Fig. 1: run 1, routed metal, one color a layer
Only two layers are drawn.
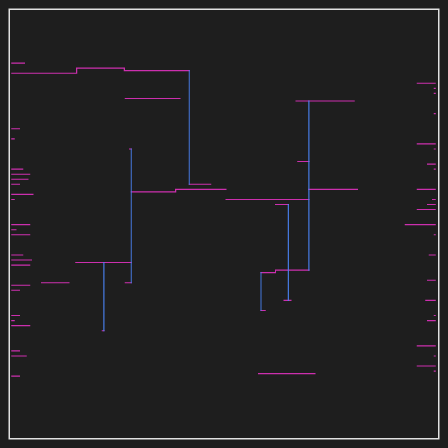
Fig. 2: run 1, signal wires on met2
Cells faint in the background.
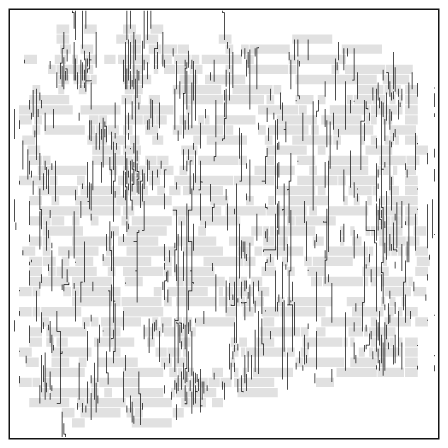
Fig. 3: run 1, cell sizes after repair
The bar under the picture is 20 um long.
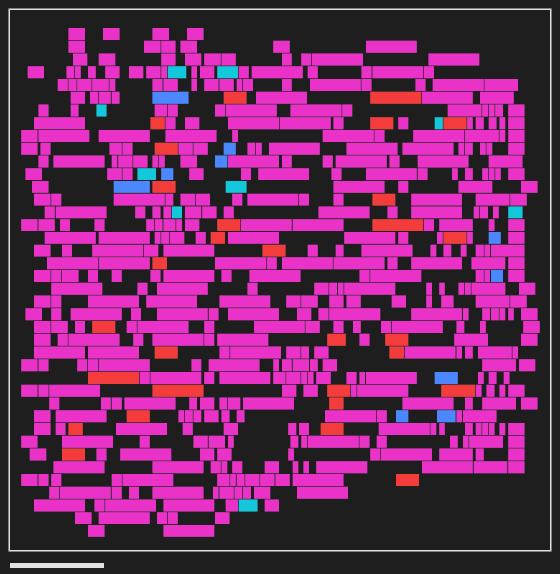
**src/rtl/bls_pkg.sv**
```systemverilog
// Shared constants and per-stage control payload for the pipelined
// borrow/carry-lookahead adder-subtractor.
package bls_pkg;

   localparam logic MODE_SUB = 1'b0;
   localparam logic MODE_ADD = 1'b1;

   // Width-independent part of the per-stage payload; the operand and
   // result vectors are appended by the top level, which knows WIDTH.
   typedef struct packed {
      logic valid;
      logic mode;
      logic carry;
      logic zero_acc;
   } bls_ctrl_t;

endpackage

```
**src/rtl/bls_slice.sv**
```systemverilog
// Combinational STAGE_W-bit lookahead slice; the same generate/propagate
// recurrence serves both borrow (subtract) and carry (add).
module bls_slice
   import bls_pkg::*;
#(
   parameter int STAGE_W = 4
) (
   input  logic [STAGE_W-1:0] x,
   input  logic [STAGE_W-1:0] y,
   input  logic               cin,
   input  logic               mode,
   output logic [STAGE_W-1:0] d,
   output logic               cout,
   output logic               all_zero
);

   logic [STAGE_W-1:0] g;
   logic [STAGE_W-1:0] p;
   logic [STAGE_W:0]   c;

   // Subtract generates a borrow where x=0,y=1 and propagates where x==y.
   always_comb begin
      if (mode == MODE_ADD) begin
         g = x & y;
         p = x ^ y;
      end else begin
         g = ~x & y;
         p = ~(x ^ y);
      end
      c[0] = cin;
      for (int i = 0; i < STAGE_W; i++) begin
         c[i+1] = g[i] | (p[i] & c[i]);
      end
      d        = x ^ y ^ c[STAGE_W-1:0];
      cout     = c[STAGE_W];
      all_zero = ~|d;
   end

endmodule

```
**src/rtl/bls_pipe_addsub.sv**
```systemverilog
// Skewed pipeline of lookahead slices: stage k resolves slice k using the
// borrow/carry registered by stage k-1, with a valid/ready output register.
module bls_pipe_addsub
   import bls_pkg::*;
#(
   parameter int WIDTH   = 16,
   parameter int STAGE_W = 4
) (
   input  logic             clk,
   input  logic             rst,
   input  logic             in_valid,
   output logic             in_ready,
   input  logic             mode,
   input  logic [WIDTH-1:0] x,
   input  logic [WIDTH-1:0] y,
   input  logic             bin,
   output logic             out_valid,
   input  logic             out_ready,
   output logic [WIDTH-1:0] diff,
   output logic             bout,
   output logic             zero,
   output logic             ovf
);

   localparam int NSTAGE = WIDTH / STAGE_W;

   typedef struct packed {
      bls_ctrl_t        ctrl;
      logic [WIDTH-1:0] x;
      logic [WIDTH-1:0] y;
      logic [WIDTH-1:0] res;
   } stage_t;

   stage_t stg [NSTAGE];
   stage_t nxt [NSTAGE];
   stage_t head;
   stage_t last;
   logic   advance;

   assign advance  = ~out_valid | out_ready;
   assign in_ready = advance;
   assign last     = stg[NSTAGE-1];

   assign head = '{ctrl: '{valid: in_valid, mode: mode, carry: bin, zero_acc: 1'b1},
                   x: x, y: y, res: '0};

   for (genvar k = 0; k < NSTAGE; k++) begin : g_stage
      stage_t             src;
      logic [STAGE_W-1:0] d;
      logic               cout;
      logic               allz;
      logic [WIDTH-1:0]   res_k;

      if (k == 0) begin : g_head
         assign src = head;
      end else begin : g_body
         assign src = stg[k-1];
      end

      bls_slice #(.STAGE_W(STAGE_W)) u_slice (
         .x        (src.x[k*STAGE_W +: STAGE_W]),
         .y        (src.y[k*STAGE_W +: STAGE_W]),
         .cin      (src.ctrl.carry),
         .mode     (src.ctrl.mode),
         .d        (d),
         .cout     (cout),
         .all_zero (allz)
      );

      // Splice this stage's finished slice into the result travelling down the pipe.
      always_comb begin
         res_k = src.res;
         res_k[k*STAGE_W +: STAGE_W] = d;
      end

      assign nxt[k] = '{ctrl: '{valid: src.ctrl.valid, mode: src.ctrl.mode,
                                carry: cout, zero_acc: src.ctrl.zero_acc & allz},
                        x: src.x, y: src.y, res: res_k};
   end

   // Whole pipe shifts in lock-step; a stalled consumer freezes every stage.
   always_ff @(posedge clk) begin
      if (rst) begin
         for (int k = 0; k < NSTAGE; k++) begin
            stg[k] <= '0;
         end
         out_valid <= 1'b0;
         diff      <= '0;
         bout      <= 1'b0;
         zero      <= 1'b0;
         ovf       <= 1'b0;
      end else if (advance) begin
         for (int k = 0; k < NSTAGE; k++) begin
            stg[k] <= nxt[k];
         end
         out_valid <= last.ctrl.valid;
         diff      <= last.res;
         bout      <= last.ctrl.carry;
         zero      <= last.ctrl.zero_acc;
         if (last.ctrl.mode == MODE_ADD) begin
            ovf <= (last.x[WIDTH-1] == last.y[WIDTH-1]) && (last.res[WIDTH-1] != last.x[WIDTH-1]);
         end else begin
            ovf <= (last.x[WIDTH-1] != last.y[WIDTH-1]) && (last.res[WIDTH-1] != last.x[WIDTH-1]);
         end
      end
   end

endmodule

```
**config.mk**
```make
export PLATFORM = sky130hd
export DESIGN_NAME = bls_pipe_addsub
export DESIGN_NICKNAME = d
export VERILOG_FILES = /design/src/rtl/bls_pkg.sv /design/src/rtl/bls_slice.sv /design/src/rtl/bls_pipe_addsub.sv
export SDC_FILE = /design/constraint.sdc
export NUM_CORES = 1
export LEC_CHECK = 0
export CAP_MARGIN = 0
export CORE_MARGIN = 2
export CORE_UTILIZATION = 45
export CTS_BUF_LIST = sky130_fd_sc_hd__clkbuf_8
export DETAILED_ROUTE_END_ITERATION = 8
export PLACE_DENSITY_LB_ADDON = 0.12
export SETUP_SLACK_MARGIN = 0.3
export SLEW_MARGIN = 20
export SYNTH_ARGS = -nofsm -noshare
export SYNTH_HDL_FRONTEND = slang
export SYNTH_SLANG_ARGS = --single-unit
```
**constraint.sdc**
```tcl
create_clock -name clk -period 3.7 [get_ports clk]
set_input_delay 0.37 -clock clk [delete_from_list [all_inputs] [get_ports clk]]
set_output_delay 0.37 -clock clk [all_outputs]
set_load 0.01 [all_outputs]
```
==> results.rst, run 1 <==
Metrics
=======

.. list-table::
   :header-rows: 1

   * - Metric
     - Value
   * - Total number of vias
     - 3,199
   * - Clock Skews
     - 0.00786 ns
   * - Kind of start point of the critical path
     - register
   * - 1st-pass router iterations
     - 4
   * - Sinks on Clock Net
     - 126
   * - Maximum number of pins on one net before global-route repair
     - 107
   * - Peak supply drop
     - 0.000232 V
   * - CTS root buffer
     - clkbuf_8
   * - Placeable core region
     - 12,100 um^2
   * - Global-route usage over all layers
     - 0.132
   * - Power density normalized to cell area
     - 482 nW/um^2
   * - Synthesized chip area reported by yosys
     - 5570 um^2
   * - Worst-path fanout max
     - 21
   * - Area overhead of the layout relative to synthesis
     - 21.6%
   * - Part of the cycle the worst path needs
     - 0.650
   * - Final hold slack
     - 0.451 ns
   * - Warning count from the yosys run
     - 0
   * - Sum of routed wire length over all layers
     - 7760 um
   * - Proportion of layout cells with a drive suffix above 1
     - 0.0914
   * - Leakage power summed over all cells
     - 2.56 nW
   * - Fin nets
     - 550
   * - Total global routing overflow
     - 0
   * - Post-DRT Antenna Nets
     - 0
   * - Die extent in x
     - 115 um
   * - Number of top-level pins
     - 59
   * - WP data required
     - 3.33 ns
   * - DRC violation total after the first TritonRoute iteration
     - ~230
   * - Most common reg cell
     - edfxtp_1
   * - Hpwl dp
     - 5020 um
   * - Arr. time, crit path
     - 2.04 ns
   * - Status
     - finished, final reports clean
   * - Tally of OpenROAD warnings
     - 28
   * - Max-capacitance violation count
     - 0
   * - Max clock buf depth
     - 2
   * - WS Path Type
     - reg2out
   * - Final-report max-slew violation count
     - 0
   * - Number of storage elements in the synthesis netlist
     - around 130
   * - Final Critical Period
     - between 2 and 2.5 ns
   * - Final setup violating endpoints
     - 0
   * - CTS clock-pin slew for the worst setup and hold paths
     - 0.08 ns
   * - Slew HR
     - 0.504
   * - Number of port buffers
     - 58
   * - Core Rows
     - 40
   * - Class of the worst hold path
     - reg2reg
   * - Post-cts sizing count
     - 0
   * - DRC Markers
     - 0
   * - Depth of the CTS H-tree
     - 4
   * - Number of antenna violations at the first check in global routing
     - 0
   * - Setup_tns
     - 0 ns
   * - CTS Buf Count
     - 17
   * - Net count entering floorplan
     - 489
   * - Number of instances in the synthesized netlist
     - 451
   * - Proportion of synthesized chip area in sequential cells
     - 0.643
   * - Initial core utilization
     - 0.462
   * - Average wire per standard cell
     - 11.2 um
   * - FMAX
     - between 0.4 and 0.5 GHz
   * - Post-CTS Repair Setup Buffers
     - 0
   * - RSZ-0062 raised after global routing
     - no
   * - Endpoint class of the critical path
     - output pin
   * - Vias in the first global route
     - 3,103
   * - Antenna diode count
     - 0
   * - Chip Footprint
     - 13,300 um^2
   * - Global-route wire length before repair
     - ~14,000 um
   * - Die boundary height
     - 115 um
   * - Avg Cell Area, Syn
     - 12.4 um^2
   * - Clock tree from TritonCTS
     - built
   * - Proportion of synthesized flip-flops having asynchronous set or reset
     - 0
   * - Actual transition at the worst max-transition pin
     - approximately 0.74 ns
   * - Post-synth design cell area
     - 5570 um^2
   * - Gpl congestion
     - 0.792
   * - Clk_lat worst skew
     - 0.43 ns
   * - Vias per std cell
     - 4.62
   * - Final hold vios
     - 0
   * - Unique cell type count in the Yosys netlist
     - 32
   * - Post-synthesis cell count from yosys
     - 451
   * - CTS Hold Buffers Added
     - 0
   * - Count of flip-flops with a built-in enable after synthesis
     - 106
Back to the opening pictures, Fig. 1:
legend:
  magenta:
    layer: met3
    wire_length: 336 um
  blue:
    layer: met4
    wire_length: 167 um

Back to the opening pictures, Fig. 2:
wire length on this layer: 3,600 um
longest straight run: 44.4 um
nets with wire on the layer: 405
share of all routed wire: 46%

Back to the opening pictures, Fig. 3:
legend:
  magenta:
    size: drive 1 or less
    cells: 477
    share: 91%
  blue:
    size: drive 3 to 4
    cells: 10
    share: 1.9%
  red:
    size: drive 6 and up
    cells: 29
    share: 5.5%
  cyan:
    size: drive 2
    cells: 9
    share: 1.7%

run 1: critical path: stages, from the launching register on:
cell	delay (ns)
dfxtp_1	0.31
nor2b_2	0.19
inv_1	0.45
clkdlybuf4s50_1	0.65
run 1: state kept, by name, indices dropped and copies added, names as in the netlist:
register	flops
diff	16
out_valid	1
zero	1
bout	1
stg	106
ovf	1
run 1: cell usage after synthesis (all sizes together), types with 3 or more instances:
cell type	count	area (um^2)
nor2b	4	25.0
xor2	12	105
a211o	3	26.3
dfxtp	20	400
nand2	45	169
o21ai	8	40.0
inv	10	37.5
clkbuf	17	63.8
nor2	17	63.8
xnor2	37	324
maj3	10	103
edfxtp	106	3180
and2	91	569
buf	4	32.5
nand2b	7	43.8
o211ai	3	22.5
or2	3	18.8
nor3	3	15.0
a211oi	4	30.0
a21oi	34	170
nand3	3	15.0
run 1: layout by cell type (no fill, tap or decap), types with 3 or more instances in the layout:
master	n
nand2_1	45
edfxtp_1	106
a211oi_1	4
nor3_1	3
and2_1	91
xor2_1	12
clkbuf_8	17
o21ai_0	7
dfxtp_1	20
nor2_1	16
xnor2_1	37
maj3_1	8
o211ai_1	3
nand2b_1	6
a211o_1	3
buf_4	4
nor2b_1	3
nand3_1	3
clkdlybuf4s50_1	58
inv_6	6
inv_1	10
a21oi_1	34
bufinv_16	4
run 1: final cells by class:
cell class	instances	area (um^2)
clock buffers	17	234
clock inverters	15	208
fillers	1039	5290
inverters	10	37.5
multi-input cells	294	1870
flip-flops and latches	126	3580
well taps	168	210
repair buffers	63	631
run 1: worst paths after layout:
check | startpoint | slack [ns] | cells after the start | to
worst max-delay path | out_valid | 1.29 | 3 | in_ready
worst min-delay path | diff[6] | 0.45 | 2 | diff[6]
worst max register to register | stg[0][102] | 1.58 | 6 | stg[0][115]
worst min register to register | diff[6] | 0.45 | 2 | diff[6]
run 1: per-stage QoR:
stage                     instances  setup WS [ns]  power [W]   util  area [um^2]
after floorplan                 451           1.38    0.00189      -         5580
after global placement          661           1.19    0.00199  0.525         6330
after detailed placement        661           1.14    0.00199  0.525         6330
after CTS                       693           1.22    0.00332  0.562         6780
after global routing            693           1.11    0.00341  0.562         6780
final                           693           1.29    0.00327  0.562         6780
run 1: where the power goes:
| group | switching [W] | internal (W) |
|---|---|---|
| combinational | 0.000127 | 0.000161 |
| sequential | 0.0000404 | 0.00163 |
| clock | 0.000566 | 0.000747 |
run 1: kinds of logic after synthesis:
family / count (synthesis) / share of synthesized area
xor+xnor: 49 / 0.0770
simple gates: 179 / 0.174
buf+inv: 31 / 0.0240
flops: 126 / 0.643
fa+ha+maj: 10 / 0.0184
compound gates: 55 / 0.0611
mux: 1 / 0.00202
run 1: per-layer routing:
metal | GRT usage | up-vias | share of wire
li1 | - | 1663 | -
met1 | 0.158 | 1450 | 0.47
met2 | 0.212 | 69 | 0.46
met3 | 0.0443 | 17 | 0.043
met4 | 0.0691 | 0 | 0.021
met5 | 0 | - | 0
==> run 1 -> run 2 <==
Clock period 3.7 ns to 2.35 ns, I/O delays scaled along.
Fig. 4: run 2, M4 wires
The bar under the picture is 20 um long. Cells faint in the background.
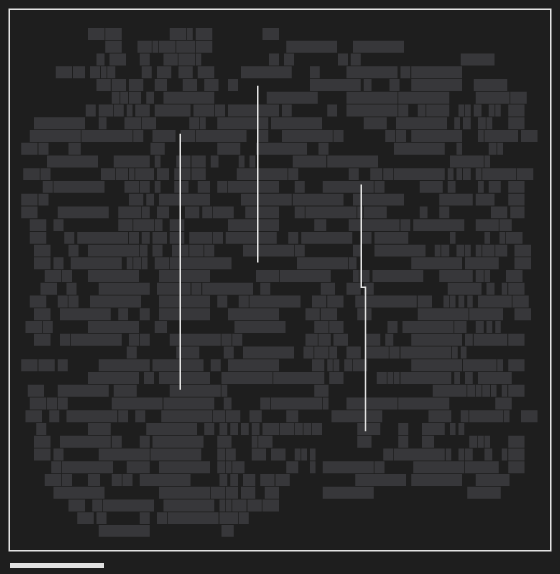
share of all routed wire: 1.8%
longest straight run: 54.4 um

Fig. 5: run 2, signal wires on met2
Cells faint in the background.
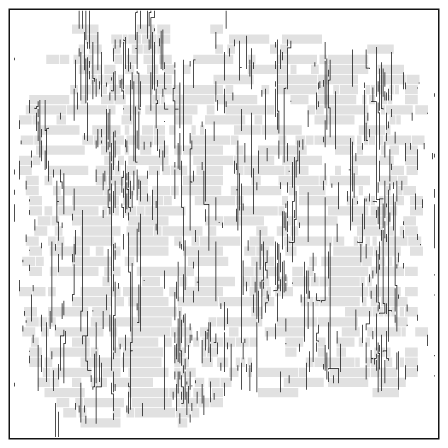
longest straight run: 50.3 um
wire length on this layer: 3,680 um

==> run 2 against run 1 <==
Core utilization rose by 1.6 points. Synthesized cell count stayed put. First-iteration DRC count fell by 19%. Flip-flop count stayed put. Sequential power rose by 57%. Combinational power increased by 67%. Non-clock buffer count up 18. Critical endpoint is now stg[0][100]. Count of clock-buffer cells in the layout unchanged. Cell area increased by 2.8%. Wire length rose by 1.5%. Final cell count up 2.6%. Area after synthesis did not move.
==> results.rst, run 2 <==
Metrics
=======

.. list-table::
   :header-rows: 1

   * - Metric
     - Value
   * - Most frequently used cell type in the post-synthesis netlist
     - edfxtp_1 (unchanged)
   * - Hpwl dp
     - 5580 um (was 5020 um)
   * - Vias in the first global route
     - 3,052 (was 3,103)
   * - Number of top-level pins
     - 59 (unchanged)
   * - Final Critical Period
     - 1.96 ns
   * - CTS root buffer
     - clkbuf_8 (unchanged)
   * - Maximum number of pins on one net before global-route repair
     - 29 (was 107)
   * - Max-capacitance violation count
     - 0 (unchanged)
   * - Proportion of synthesized flip-flops having asynchronous set or reset
     - 0 (unchanged)
   * - Count of flip-flops with a built-in enable after synthesis
     - 106 (unchanged)
   * - Reg with most FFs
     - stg (unchanged)
   * - Warning count from the yosys run
     - 0 (unchanged)
   * - Endpoint class of the critical path
     - register (was output pin)
   * - Leakage power summed over all cells
     - 2.67 nW (was 2.56 nW)
   * - 1st-pass router iterations
     - 4 (unchanged)
   * - Part of the cycle the worst path needs
     - 0.832
   * - Area overhead of the layout relative to synthesis
     - 25.0% (was 21.6%)
   * - Number of cells on the worst reg-to-reg path
     - 6 (unchanged)
   * - Power density normalized to cell area
     - 748 nW/um^2 (was 482 nW/um^2)
   * - Die boundary height
     - 115 um (unchanged)
   * - Final setup violating endpoints
     - 0 (unchanged)
   * - Filler cells
     - 1,019 (was 1,039)
   * - Start point of the worst min-delay path
     - diff[4] (was diff[6])
   * - Termination of the worst setup path
     - stg[0][100] (was in_ready)
   * - CTS clock-pin slew for the worst setup and hold paths
     - 0.07 ns (was 0.08 ns)
   * - WS Path Type
     - reg2reg (was reg2out)
   * - Flop area
     - 3580 um^2 (unchanged)
   * - Global-route wire length before repair
     - 13,600 um (unchanged)
   * - DRC violation total after the first TritonRoute iteration
     - 190 (was 234)
   * - Setup_tns
     - 0 ns (unchanged)
   * - Sum of routed wire length over all layers
     - 7880 um (was 7760 um)
   * - Status
     - finished, final reports clean (unchanged)
   * - R2r setup slk
     - 0.39 ns (was 1.58 ns)
   * - Avg Cell Area, Syn
     - 12.4 um^2 (unchanged)
   * - DRC Markers
     - 0 (unchanged)
   * - Max FFs per register
     - 106 (unchanged)
   * - Start point of the critical path
     - stg[0][50] (was out_valid)
   * - Post-synth design cell area
     - 5570 um^2 (unchanged)
   * - CTS Hold Buffers Added
     - 0 (unchanged)
   * - Antenna diode count
     - 0 (unchanged)
   * - Total number of vias
     - 3,216 (was 3,199)
   * - Clk_lat worst skew
     - 0.42 ns (was 0.43 ns)
   * - Slew HR
     - 0.740 (was 0.504)
   * - Peak supply drop
     - 0.000327 V (was 0.000232 V)
   * - Post-synthesis cell type with the largest combined area
     - edfxtp_1 (unchanged)
   * - FMAX
     - between 0.5 and 0.6 GHz
   * - CP delay by family, top
     - AND-OR/OR-AND gates (was buffers and inverters)
   * - Net count entering floorplan
     - 489 (unchanged)
   * - Fin nets
     - 568 (was 550)
   * - Most common reg cell
     - edfxtp_1 (unchanged)
   * - Synth cell count leaders
     - edfxtp_1, and2_1, nand2_1, xnor2_1, a21oi_1 (unchanged)
   * - Unique cell type count in the Yosys netlist
     - 32 (unchanged)
   * - Logic area
     - 1880 um^2 (was 1870 um^2)
   * - Top cells by area in the synthesized netlist
     - edfxtp_1, and2_1, dfxtp_1 (unchanged)
   * - Tally of OpenROAD warnings
     - 27 (was 28)
   * - Post-synthesis cell count from yosys
     - 451 (unchanged)
   * - Depth of the CTS H-tree
     - 4 (unchanged)
   * - Top Layout Cells
     - edfxtp_1, and2_1, clkdlybuf4s50_1 (unchanged)
   * - Final hold vios
     - 0 (unchanged)
   * - RSZ-0062 raised after global routing
     - yes (was no)
   * - Most numerous logic cell after layout
     - edfxtp_1 (unchanged)
   * - Number of antenna violations at the first check in global routing
     - 0 (unchanged)
   * - Average wire per standard cell
     - 11.1 um (was 11.2 um)
   * - Sinks on Clock Net
     - 126 (unchanged)
   * - Number of storage elements in the synthesis netlist
     - 126 (unchanged)
   * - Proportion of synthesized chip area in sequential cells
     - 0.643 (unchanged)
   * - Kind of start point of the critical path
     - register (unchanged)
   * - Gpl congestion
     - 0.758 (was 0.792)
   * - Global-route usage over all layers
     - 0.132 (about the same)
   * - Placeable core region
     - 12,100 um^2 (unchanged)
   * - Synthesized chip area reported by yosys
     - 5570 um^2 (unchanged)
   * - Die extent in x
     - 115 um (unchanged)
   * - Final-report max-slew violation count
     - 0 (unchanged)
   * - Worst-path fanout max
     - 8 (was 21)
   * - Final hold slack
     - 0.451 ns (about the same)
   * - Cell count along the critical path
     - 6 (was 3)
   * - Initial core utilization
     - 0.462 (unchanged)
   * - Vias per std cell
     - 4.52 (was 4.62)
   * - Max clock buf depth
     - 2 (unchanged)
   * - Proportion of netlist area held by the largest area contributor
     - 0.571 (unchanged)
   * - Clock Skews
     - 0.00627 ns (was 0.00786 ns)
   * - Number of port buffers
     - 58 (unchanged)
   * - CP Cell Sequence
     - nor2b_1 -> a211o_1 -> a31oi_4 -> maj3_1 -> xnor2_1 -> nor4_2 (was nor2b_2 -> inv_1 -> clkdlybuf4s50_1)
   * - Utilization after layout
     - 0.577 (was 0.562)
   * - CTS Buf Count
     - 17 (unchanged)
   * - Source of the worst register-to-register timing path
     - stg[0][50] (was stg[0][102])
   * - Arr. time, crit path
     - 2.21 ns (was 2.04 ns)
   * - Reg-to-Reg End
     - stg[0][100] (was stg[0][115])
   * - Largest regs
     - stg x106, diff x16 (unchanged)
   * - WP data required
     - 2.61 ns (was 3.33 ns)
   * - Clock tree from TritonCTS
     - built (unchanged)
   * - Post-DRT Antenna Nets
     - 0 (unchanged)
   * - Delay contributed by the slowest stage of the critical path
     - 0.50 ns (was 0.65 ns)
   * - Buffering stage count on the worst path with inverters included
     - 0 (was 2)
   * - Proportion of layout cells with a drive suffix above 1
     - 0.123 (was 0.0914)
   * - Critical-path cell with the highest stage delay
     - edfxtp_1 (was clkdlybuf4s50_1)
   * - Actual transition at the worst max-transition pin
     - 0.390 ns (was 0.742 ns)
   * - Number of instances in the synthesized netlist
     - 451 (unchanged)
   * - Chip Footprint
     - 13,300 um^2 (unchanged)
   * - Total global routing overflow
     - 0 (unchanged)
   * - Class of the worst hold path
     - reg2reg (unchanged)
   * - Core Rows
     - 40 (unchanged)
run 2: stage by stage:
step | area (um^2) | total power (W) | instances | worst slack, ns
after floorplan | 5580 | 0.00298 | 451 | 0.445
after global placement | 6440 | 0.00313 | 670 | 0.184
after detailed placement | 6440 | 0.00315 | 670 | 0.118
after CTS | 6910 | 0.00525 | 704 | 0.335
after global routing | 6970 | 0.00543 | 711 | 0.241
final | 6970 | 0.00521 | 711 | 0.395
run 2: tightest hold or removal path, stage by stage (launching register included):
cell	delay, ns
dfxtp_1	0.31
nand2_1	0.05
a21oi_1	0.05
run 2: cell type report:
type | instances | area share
multi-input cells | 294 | 0.270
repair buffers | 81 | 0.115
inverters | 10 | 0.00539
well taps | 168 | 0.0302
clock inverters | 15 | 0.0314
flip-flops and latches | 126 | 0.514
clock buffers | 17 | 0.0336
run 2: cell families after synthesis:
| family | share of synthesized area |
|---|---|
| AOI/OAI and AO/OA | 0.0611 |
| xor gates and xnor gates | 0.0770 |
| adders and majority gates | 0.0184 |
| buffers and inverters | 0.0240 |
| DFF | 0.643 |
| muxes | 0.00202 |
| and+or+nand+nor | 0.174 |
run 2: worst min-delay path by stage:
stage / endpoint / slack, ns / depth (start not counted)
after floorplan: out_valid / 0.43 / 2
after global placement: diff[10] / 0.44 / 2
after detailed placement: diff[13] / 0.44 / 2
after CTS: stg[0][29] / 0.43 / 2
after global routing: stg[0][30] / 0.44 / 2
final: diff[4] / 0.45 / 2
run 2: where the power goes:
group | internal [W] | switching, W | total [W] | leakage [nW]
clock | 0.00126 | 0.000841 | 0.00210 | 0.223
combinational | 0.000272 | 0.000211 | 0.000484 | 1.03
sequential | 0.00256 | 0.0000604 | 0.00262 | 1.42
run 2: timing repair:
item | CTS | global route
pin swaps | 0 | 1
endpoints found under the setup margin | 2 | 7
gates resized | 1 | 0
buffers inserted | 2 | 7
hold endpoints to repair | 0 | 0
run 2: layer usage:
layer  vias up  global-route usage  share of wire
li1       1703                   -              -
met1      1433               0.161           0.47
met2        67               0.212           0.47
met3        13              0.0432          0.042
met4         0              0.0627          0.018
met5         -                   0              0
Fig. 6: run 2, routed metal, one color a layer
Only two layers are drawn.
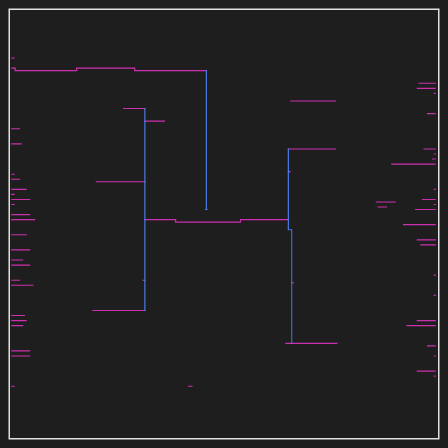

==> run 2 -> run 3 <==
Clock period 2.35 ns to 1.79 ns, I/O delays scaled along.
Fig. 7: run 3, routed metal, one color a layer
Only two layers are drawn.
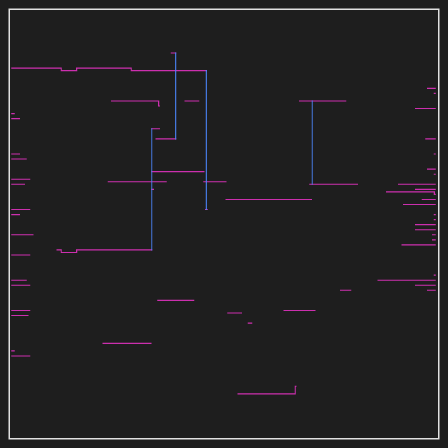
legend:
  magenta:
    layer: met3
    wire_length: 404 um
  blue:
    layer: met4
    wire_length: 116 um

==> run 3 against run 2 <==
The run now ends with setup timing left. Combinational power up 68%. Register-to-register slack worse by 0.46 ns. Sequential power up 31%. Setup slack got worse by 0.46 ns. Critical path type unchanged.
==> results.rst, run 3 <==
Metrics
=======

.. list-table::
   :header-rows: 1

   * - Metric
     - Value
   * - Final hold vios
     - 0 (unchanged)
   * - Clk_lat worst skew
     - 0.43 ns (was 0.42 ns)
   * - Total number of vias
     - 3,449 (was 3,216)
   * - Part of the cycle the worst path needs
     - 1.04 (was 0.832)
   * - Die extent in x
     - 115 um (unchanged)
   * - WP data required
     - 1.98 ns (was 2.61 ns)
   * - Delay contributed by the slowest stage of the critical path
     - 0.41 ns (was 0.50 ns)
   * - DRC violation total after the first TritonRoute iteration
     - 162 (was 190)
   * - Sinks on Clock Net
     - 126 (unchanged)
   * - Placeable core region
     - 12,100 um^2 (unchanged)
   * - Proportion of netlist area held by the largest area contributor
     - 0.571 (unchanged)
   * - Proportion of synthesized chip area in sequential cells
     - 0.643 (unchanged)
   * - Max FFs per register
     - 106 (unchanged)
   * - Peak supply drop
     - 0.000589 V (was 0.000327 V)
   * - Number of top-level pins
     - 59 (unchanged)
   * - Maximum number of pins on one net before global-route repair
     - 46 (was 29)
   * - Largest regs
     - stg x106, diff x16 (unchanged)
   * - Critical-path cell with the highest stage delay
     - edfxtp_1 (unchanged)
   * - Warning count from the yosys run
     - 0 (unchanged)
   * - Net count entering floorplan
     - 489 (unchanged)
   * - Avg Cell Area, Syn
     - 12.4 um^2 (unchanged)
   * - 1st-pass router iterations
     - 4 (unchanged)
   * - Violations in the final reports
     - setup timing
   * - Chip Footprint
     - 13,300 um^2 (unchanged)
   * - Final Critical Period
     - 1.85 ns (was 1.96 ns)
   * - Clock Skews
     - 0.00723 ns (was 0.00627 ns)
   * - Total global routing overflow
     - 0 (unchanged)
   * - Proportion of synthesized flip-flops having asynchronous set or reset
     - 0 (unchanged)
   * - Number of port buffers
     - 58 (unchanged)
   * - DRC Markers
     - 0 (unchanged)
   * - Unique cell type count in the Yosys netlist
     - 32 (unchanged)
   * - Post-synthesis cell type with the largest combined area
     - edfxtp_1 (unchanged)
   * - Endpoint class of the critical path
     - register (unchanged)
   * - Vias per std cell
     - 4.67 (was 4.52)
   * - Antenna diode count
     - 0 (unchanged)
   * - Synthesized chip area reported by yosys
     - 5570 um^2 (unchanged)
   * - Proportion of layout cells with a drive suffix above 1
     - 0.219 (was 0.123)
   * - Buffering stage count on the worst path with inverters included
     - 0 (unchanged)
   * - Global-route usage over all layers
     - 0.153 (was 0.132)
   * - Count of flip-flops with a built-in enable after synthesis
     - 106 (unchanged)
   * - Top Layout Cells
     - edfxtp_1, and2_1, nand2_1 (was edfxtp_1, and2_1, clkdlybuf4s50_1)
   * - RSZ-0062 raised after global routing
     - yes (unchanged)
   * - Sum of routed wire length over all layers
     - 9190 um (was 7880 um)
   * - FMAX
     - 0.539 GHz (was 0.511 GHz)
   * - Tally of OpenROAD warnings
     - 29 (was 27)
   * - CP Cell Sequence
     - mux2_2 -> nand3b_1 -> nand3b_1 -> maj3_2 -> xnor2_2 -> and2_1 (was nor2b_1 -> a211o_1 -> a31oi_4 -> maj3_1 -> xnor2_1 -> nor4_2)
   * - Cell occurring most often along the worst timing path
     - nand3b_1
   * - Slew HR
     - 0.712 (was 0.740)
   * - Actual transition at the worst max-transition pin
     - 0.428 ns (was 0.390 ns)
   * - CP delay by family, top
     - flip-flops (was AND-OR/OR-AND gates)
   * - Gpl congestion
     - 0.790 (was 0.758)
   * - Top cells by area in the synthesized netlist
     - edfxtp_1, and2_1, dfxtp_1 (unchanged)
   * - Number of instances in the synthesized netlist
     - 451 (unchanged)
   * - Number of antenna violations at the first check in global routing
     - 0 (unchanged)
   * - Area overhead of the layout relative to synthesis
     - 33.2% (was 25.0%)
   * - Setup_tns
     - -0.126 ns (was 0 ns)
   * - Arr. time, crit path
     - 2.04 ns (was 2.21 ns)
   * - Leakage power summed over all cells
     - 3.04 nW (was 2.67 nW)
   * - Max clock buf depth
     - 2 (unchanged)
   * - Final setup violating endpoints
     - 3 (was 0)
   * - Post-DRT Antenna Nets
     - 0 (unchanged)
   * - Synth cell count leaders
     - edfxtp_1, and2_1, nand2_1, xnor2_1, a21oi_1 (unchanged)
   * - Clock tree from TritonCTS
     - built (unchanged)
   * - Power density normalized to cell area
     - 966 nW/um^2 (was 748 nW/um^2)
   * - Post-synth design cell area
     - 5570 um^2 (unchanged)
   * - Depth of the CTS H-tree
     - 4 (unchanged)
   * - Max-capacitance violation count
     - 0 (unchanged)
   * - Final hold slack
     - 0.400 ns (was 0.451 ns)
   * - Fin nets
     - 596 (was 568)
   * - Global-route wire length before repair
     - 15,500 um (was 13,600 um)
   * - Class of the worst hold path
     - in2reg (was reg2reg)
   * - Final-report max-slew violation count
     - 0 (unchanged)
   * - Most common reg cell
     - edfxtp_1 (unchanged)
   * - CTS Buf Count
     - 17 (unchanged)
   * - Most numerous logic cell after layout
     - edfxtp_1 (unchanged)
   * - Min setup slack post-route
     - -0.0643 ns (was 0.395 ns)
   * - Status
     - finished with violations (was finished, final reports clean)
   * - Filler cells
     - 973 (was 1,019)
   * - Reg with most FFs
     - stg (unchanged)
   * - Die boundary height
     - 115 um (unchanged)
   * - Average wire per standard cell
     - 12.4 um (was 11.1 um)
   * - Most frequently used cell type in the post-synthesis netlist
     - edfxtp_1 (unchanged)
   * - Initial core utilization
     - 0.462 (unchanged)
   * - WS Path Type
     - reg2reg (unchanged)
   * - CTS clock-pin slew for the worst setup and hold paths
     - 0.07 ns (about the same)
   * - Hpwl dp
     - 5620 um (was 5580 um)
   * - Worst-path fanout max
     - 3 (was 8)
   * - Number of storage elements in the synthesis netlist
     - 126 (unchanged)
   * - Total chip power
     - 0.00717 W (was 0.00521 W)
   * - Kind of start point of the critical path
     - register (unchanged)
   * - Post-synthesis cell count from yosys
     - 451 (unchanged)
   * - Vias in the first global route
     - 3,396 (was 3,052)
   * - CTS root buffer
     - clkbuf_8 (unchanged)
   * - Core Rows
     - 40 (unchanged)
Fig. 8: run 3, cell sizes after repair
The bar under the picture is 20 um long.
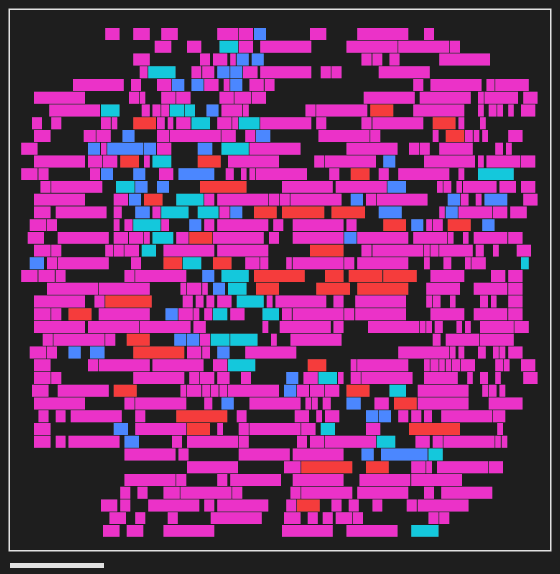
legend:
  magenta:
    size: drive 1 or less
    cells: 446
    share: 78%
  cyan:
    size: drive 2
    cells: 33
    share: 5.8%
  blue:
    size: drive 3 to 4
    cells: 53
    share: 9.3%
  red:
    size: drive 6 and up
    cells: 39
    share: 6.8%

## run 3: netlist changes by cell type in the layout (fill, tap and decap cells not counted), sizes merged, moves of 2 or more
cell / previous run / this run
dlymetal6s2s: 0 / 2
clkinv: 7 / 5
dlygate4sd2: 0 / 24
clkdlybuf4s50: 58 / 31
buf: 23 / 50
clkbuf: 17 / 19
clkinvlp: 2 / 4
## run 3: cell families after synthesis
| group | synth area share |
|---|---|
| compound gates | 0.0611 |
| xor+xnor | 0.0770 |
| fa+ha+maj | 0.0184 |
| buf+inv | 0.0240 |
| flops | 0.643 |
| mux | 0.00202 |
| simple gates | 0.174 |
## run 3: worst paths after layout
check | cells past startpoint | endpoint | slack [ns] | start
min reg2reg | 2 | diff[1] | 0.45 | diff[1]
min | 2 | stg[0][23] | 0.40 | y[7]
max reg2reg | 6 | stg[0][115] | -0.06 | stg[0][92]
max | 6 | stg[0][115] | -0.06 | stg[0][92]
## run 3: per-layer routing
layer / GRT usage / vias up / share of wire
li1: - / 1758 / -
met3: 0.0474 / 10 / 0.044
met2: 0.249 / 78 / 0.51
met1: 0.184 / 1603 / 0.43
met4: 0.0755 / 0 / 0.013
met5: 0 / - / 0
## run 3: worst reg2reg max path, stage by stage, from the launching register on
cell and delay (ns):
edfxtp_1 0.41, mux2_2 0.35, nand3b_1 0.11, nand3b_1 0.11, maj3_2 0.33, xnor2_2 0.14
and2_1 0.16
## run 3: timing repair
item	4_1_cts	5_1_grt
hold buffers	0	0
endpoints found under the setup margin	39	53
pin swaps	27	17
resized	45	19
gates cloned	2	1
buffers inserted	9	5
## run 3: final cells by class
type                       instances  area [um^2]  share of cell area
inverter                          10         37.5             0.00506
timing repair buffer             109         1080               0.146
clock buffer                      17          234              0.0315
multi-input combinational        294         2030               0.273
sequential                       126         3580               0.483
tap                              168          210              0.0283
clock inverter                    15          244              0.0329
## run 3: where the power goes
group	leakage, nW	switching (W)	internal, W
clock network	0.223	0.00112	0.00179
registers	1.42	0.0000729	0.00336
logic	1.40	0.000350	0.000464
total	3.04	0.00155	0.00562
## run 3: metrics by stage
stage                      util  setup WS (ns)  cells  instance area, um^2
after floorplan               -        -0.0379    451                 5620
after global placement    0.549         -0.226    690                 6630
after detailed placement  0.549         -0.298    690                 6630
after CTS                 0.606        -0.0537    733                 7310
after global routing      0.615         -0.150    739                 7420
final                     0.615        -0.0643    739                 7420
Power figures rest on the tool's default switching activity, not on a simulated workload.
